--- src/rtl/pipe_pkg.sv ---
// Shared definitions for the pipeline skid register.
//   pipe_state_t : occupancy state of pipe_skid_reg (EMPTY / FULL / SKID).
//   STALL_CNT_W  : width of the optional stall counter, which is present
//                  only when PIPE_SKID_STALL_CNT_EN is defined.
package pipe_pkg;

    typedef enum logic [1:0] {
        EMPTY = 2'b00,
        FULL  = 2'b01,
        SKID  = 2'b10
    } pipe_state_t;

    localparam int STALL_CNT_W = 16;

endpackage

--- src/rtl/flopenr.sv ---
// N-bit register with load enable, asynchronous active-high reset and a
// configurable reset value.
// Ports:
//   clk_i  : rising-edge clock
//   rst_i  : asynchronous active-high reset, loads RESET_VAL
//   en_i   : load enable, q_o <= d_i when high
//   d_i    : next data
//   q_o    : registered data
module flopenr #(
    parameter int             N         = 8,
    parameter logic [N-1:0]   RESET_VAL = '0
) (
    input  logic         clk_i,
    input  logic         rst_i,
    input  logic         en_i,
    input  logic [N-1:0] d_i,
    output logic [N-1:0] q_o
);

    always_ff @(posedge clk_i or posedge rst_i) begin
        if (rst_i) begin
            q_o <= RESET_VAL;
        end else if (en_i) begin
            q_o <= d_i;
        end
    end

endmodule

--- src/rtl/pipe_skid_reg.sv ---
// Handshaked pipeline register with an integrated skid buffer. Sits between
// two pipeline stages and absorbs one word of back-pressure so that in_ready
// is a pure register decode (no combinational path from out_ready).
//
// Handshake: a word moves across a boundary at a rising clk edge where both
// valid and ready of that boundary are high; valid never drops and data
// never changes on a boundary until that transfer has happened (or a flush).
//
// Ports:
//   clk        : rising-edge clock
//   reset      : asynchronous active-high reset (state EMPTY, data RESET_VAL)
//   flush      : synchronous flush, drops all held words
//   in_valid   : upstream presents in_data
//   in_ready   : block can accept a word this cycle
//   in_data    : upstream payload
//   out_valid  : out_data holds a valid word
//   out_ready  : downstream accepts out_data this cycle
//   out_data   : payload from the main register
//   stall_cnt  : (only with PIPE_SKID_STALL_CNT_EN) saturating count of
//                cycles with out_valid=1 and out_ready=0
module pipe_skid_reg
    import pipe_pkg::*;
#(
    parameter int               WIDTH     = 32,
    parameter logic [WIDTH-1:0] RESET_VAL = '0
) (
    input  logic                   clk,
    input  logic                   reset,
    input  logic                   flush,
    input  logic                   in_valid,
    output logic                   in_ready,
    input  logic [WIDTH-1:0]       in_data,
    output logic                   out_valid,
    input  logic                   out_ready,
`ifdef PIPE_SKID_STALL_CNT_EN
    output logic [STALL_CNT_W-1:0] stall_cnt,
`endif
    output logic [WIDTH-1:0]       out_data
);

    pipe_state_t      state_q;
    pipe_state_t      state_d;

    logic             main_en;
    logic [WIDTH-1:0] main_d;
    logic [WIDTH-1:0] main_q;
    logic             skid_en;
    logic [WIDTH-1:0] skid_q;

    // ------------------------------------------------------------------
    // State register
    // ------------------------------------------------------------------
    always_ff @(posedge clk or posedge reset) begin
        if (reset) begin
            state_q <= EMPTY;
        end else begin
            state_q <= state_d;
        end
    end

    // ------------------------------------------------------------------
    // Next state and data-register controls
    // ------------------------------------------------------------------
    always_comb begin
        state_d = state_q;
        main_en = 1'b0;
        main_d  = in_data;
        skid_en = 1'b0;

        if (flush) begin
            // Held words are dropped by forgetting them; the data registers
            // keep their contents.
            state_d = EMPTY;
        end else begin
            unique case (state_q)
                EMPTY: begin
                    if (in_valid) begin
                        main_en = 1'b1;
                        state_d = FULL;
                    end
                end
                FULL: begin
                    unique case ({in_valid, out_ready})
                        2'b11: main_en = 1'b1;
                        2'b01: state_d = EMPTY;
                        2'b10: begin
                            // Downstream stalled while upstream still sent:
                            // park the new word behind the current one.
                            skid_en = 1'b1;
                            state_d = SKID;
                        end
                        default: state_d = FULL;
                    endcase
                end
                SKID: begin
                    if (out_ready) begin
                        main_en = 1'b1;
                        main_d  = skid_q;
                        state_d = FULL;
                    end
                end
                default: state_d = EMPTY;
            endcase
        end
    end

    // ------------------------------------------------------------------
    // Data registers
    // ------------------------------------------------------------------
    flopenr #(
        .N         (WIDTH),
        .RESET_VAL (RESET_VAL)
    ) u_main (
        .clk_i (clk),
        .rst_i (reset),
        .en_i  (main_en),
        .d_i   (main_d),
        .q_o   (main_q)
    );

    flopenr #(
        .N         (WIDTH),
        .RESET_VAL (RESET_VAL)
    ) u_skid (
        .clk_i (clk),
        .rst_i (reset),
        .en_i  (skid_en),
        .d_i   (in_data),
        .q_o   (skid_q)
    );

    // Handshake outputs are decoded from the state register only.
    assign out_valid = (state_q == FULL) || (state_q == SKID);
    assign in_ready  = (state_q == EMPTY) || (state_q == FULL);
    assign out_data  = main_q;

`ifdef PIPE_SKID_STALL_CNT_EN
    // ------------------------------------------------------------------
    // Saturating stall counter; flush deliberately does not clear it.
    // ------------------------------------------------------------------
    logic [STALL_CNT_W-1:0] stall_cnt_q;
    logic [STALL_CNT_W-1:0] stall_cnt_d;

    always_comb begin
        stall_cnt_d = stall_cnt_q;
        if (out_valid && !out_ready && (stall_cnt_q != {STALL_CNT_W{1'b1}})) begin
            stall_cnt_d = stall_cnt_q + 1'b1;
        end
    end

    always_ff @(posedge clk or posedge reset) begin
        if (reset) begin
            stall_cnt_q <= '0;
        end else begin
            stall_cnt_q <= stall_cnt_d;
        end
    end

    assign stall_cnt = stall_cnt_q;
`endif

endmodule

--- config.mk ---
export PLATFORM = sky130hd
export DESIGN_NAME = pipe_skid_reg
export DESIGN_NICKNAME = d
export VERILOG_FILES = /design/src/rtl/pipe_pkg.sv /design/src/rtl/flopenr.sv /design/src/rtl/pipe_skid_reg.sv
export SDC_FILE = /design/constraint.sdc
export NUM_CORES = 1
export LEC_CHECK = 0
export ABC_AREA = 1
export CAP_MARGIN = 30
export CORE_UTILIZATION = 35
export CTS_CLUSTER_DIAMETER = 50
export DETAILED_ROUTE_END_ITERATION = 10
export PLACE_DENSITY = 0.56
export SYNTH_ARGS = -nofsm -noshare
export SYNTH_HDL_FRONTEND = slang
export SYNTH_SLANG_ARGS = --single-unit
--- constraint.sdc ---
create_clock -name clk -period 2.5 [get_ports clk]
set_input_delay 0.5 -clock clk [delete_from_list [all_inputs] [get_ports clk]]
set_output_delay 0.5 -clock clk [all_outputs]
set_load 0.05 [all_outputs]
The clock network:
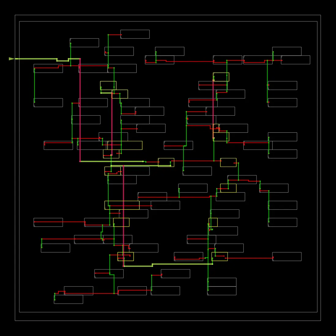
registers: 66
Max Clock Skew: 0.00786 ns
worst-skew pair later-pin latency: 0.34 ns
TritonCTS Buffers: 9

Gate families picked out:
Bar = 20 um.
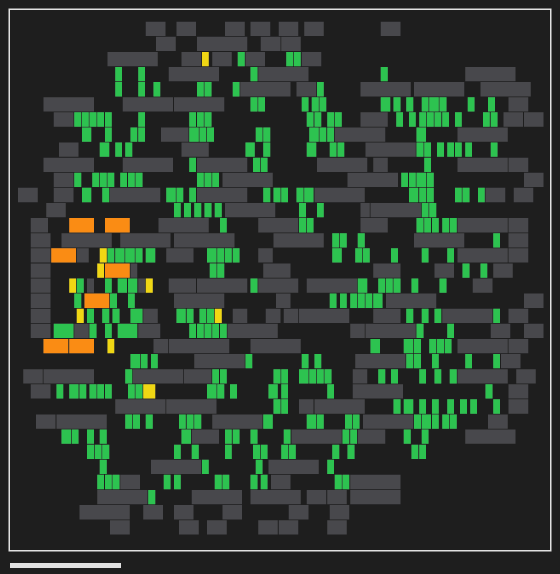
colour	family	cells	most used
green	NAND gates	309	nand2_1
orange	adder and majority cells	7	ha_1
yellow	inverters	9	inv_1

==> results.yml <==
# generated from flow reports
outcome:
  outcome: "completed"
global_routing:
  grt_overflow: 0
  grt_pass1_wl_um: 12900
  grt.total_usage: 0.173
  grt_max_degree: 34
  grt_pass1_vias: 2644
  antenna_found_initial: 0
final_timing:
  slew_violations: 0
  fin_crit_sh: 0.969
  setup_violations: 0
  setup_ws_ns: 0.0783
  worstMarginPinSlew_ns: 0.499
  relSlewSlack: 0.666
  tns_ns: 0
  hold_viol: 0
  max_freq_mhz: 413
critical_path:
  crit_type: "register to output pin"
  start_kind: "register"
  cp-end-kind: "output pin"
  crit_start: "state_q[1]"
  cp_data_required_time_ns: 2.00
  crit_chain: "inv_1, ha_1, clkdlybuf4s50_1"
  r2r_setup_slack_ns: 0.68
  max_stage_delay_ns: 0.79
clocking:
  cts_setup_buffers: 0
  hold_buffers: 0
  clock_path_buffers: 2
  cts_tree: "yes"
  cts_sinks: 66
  cts_root_buf: "clkbuf_8"
  clkSlewWorstSetupHoldPaths_ns: 0.07
  cts_resized: 1
final_layout:
  area_delta_synth_final_pct: 33.0
  inverters_excl_clock: 9
  instances_no_fill: 603
  flop_area_um2: 1650
  final_cell_area_um2: 4220
  largestClassByArea: "sequential cells"
  buf_share: 0.195
  comb_share: 0.317
  drive_above_1_share: 0.0747
  diodes: 0
  buffers: 83
  clock_cell_area_share: 0.0563
  fillCellCount: 885
  logic_gates: 321
  lay_top_count: "nand2_1"
route:
  drc: 0
  dr_total_vias: 2772
  postRouteAntennaNets: 0
  vias_per_cell: 4.60
  drt_iter0_drc: 120
  wl_um: 7690
  detail_route.wl_per_cell_um: 12.8
pwr:
  power_mw: 4.42
  p_leak_nw: 2.25
  power_density_nw_per_um2: 1050
synthesis:
  ys_types: 18
  syn_area_per_cell_um2: 7.61
  top_cell_area_share: 0.520
  top_cells_by_area: "dfrtp_1 52%, nand2_1 32%, nand3_1 5.8%"
  syn-cell-area_um2: 3170
  ys_seq_frac: 0.520
  syn_nets: 461
  syn-instance-count: 417
  ys_ff: 66
  largest_area_cell: "dfrtp_1"
run:
  drv_cap: 0
  log.warning_count: 31
die:
  dieArea_um2: 9450
  taps: 108
  pin_count: 71
  die_x_um: 97.2
  coreArea_um2: 8760
  initial_core_util: 0.362
  die_h_um: 97.2
  row_count: 34
placed_design:
  portBuffers: 70
  gp_congestion: 0.839
  dpl-instance-area_um2: 3980
  post-place-ws_ns: 0.275
min_path:
  hp-start: "u_skid.q_o[21]"
  min_path_type: "register to register"
Clock network drawn from the DEF:
Bar = 20 um.
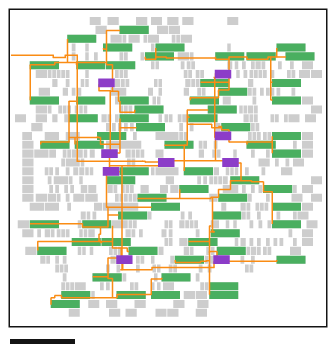
[green] flip-flops | count: 66
[purple] cells driving clock nets | count: 9
[orange] clock wires | length: 886 um
flops lie	widely spread
routed clock nets	10

[critical path: cells and delay by family, from the launching register on]
kind       cells  cell delay (ns)
fa+ha+maj      1             0.28
buf+inv        2             0.90
flops          1             0.40
[routing by layer]
metal	vias to the layer above	part of all wire	track usage
met4	0	0.013	0.0622
met5	-	0	0
met1	1283	0.50	0.241
met2	61	0.45	0.264
li1	1420	-	-
met3	8	0.039	0.0417
[power breakdown]
| group | switching, mW | total, mW | internal, mW |
|---|---|---|---|
| registers | 0.226 | 1.72 | 1.49 |
| logic | 1.08 | 1.65 | 0.569 |
| clock network | 0.409 | 1.05 | 0.642 |
[path summary, 6_finish.rpt]
path	end	cells after the start
setup / recovery	out_valid	3
hold / removal	u_skid.q_o[21]	2
setup reg to reg	u_main.q_o[1]	8
hold reg to reg	u_skid.q_o[21]	2
max in group asynchronous	u_main.q_o[6]	3
min in group asynchronous	u_main.q_o[17]	2
[cells in the mapped netlist]
master	n
inv_1	6
inv_2	1
nand3_2	2
or2_2	1
dfrtp_1	66
buf_4	2
nand2_2	1
nand2_1	269
nor2_1	3
nand3_1	37
buf_6	7
ha_1	7
buf_2	8
inv_4	1
buf_1	1
clkinv_1	1
clkbuf_1	3
nor2_4	1
[registers in the layout, indices dropped and copies added (netlist names)]
signal      count
u_main.q_o     32
u_skid.q_o     32
state_q         2
[through the flow]
stage / utilization / hold WS, ns
floorplan: - / 0.442
global placement: 0.455 / 0.453
detailed placement: 0.455 / 0.459
CTS: 0.482 / 0.476
global route: 0.482 / 0.491
finish: 0.482 / 0.473
[kinds of logic after synthesis]
family,Yosys count,share of synthesized area
flip-flops,66,0.520
adder cells (fa/ha/maj),7,0.0276
buffers and inverters,30,0.0583
AND/OR/NAND/NOR,314,0.394
Power and IR drop assume default switching activity.
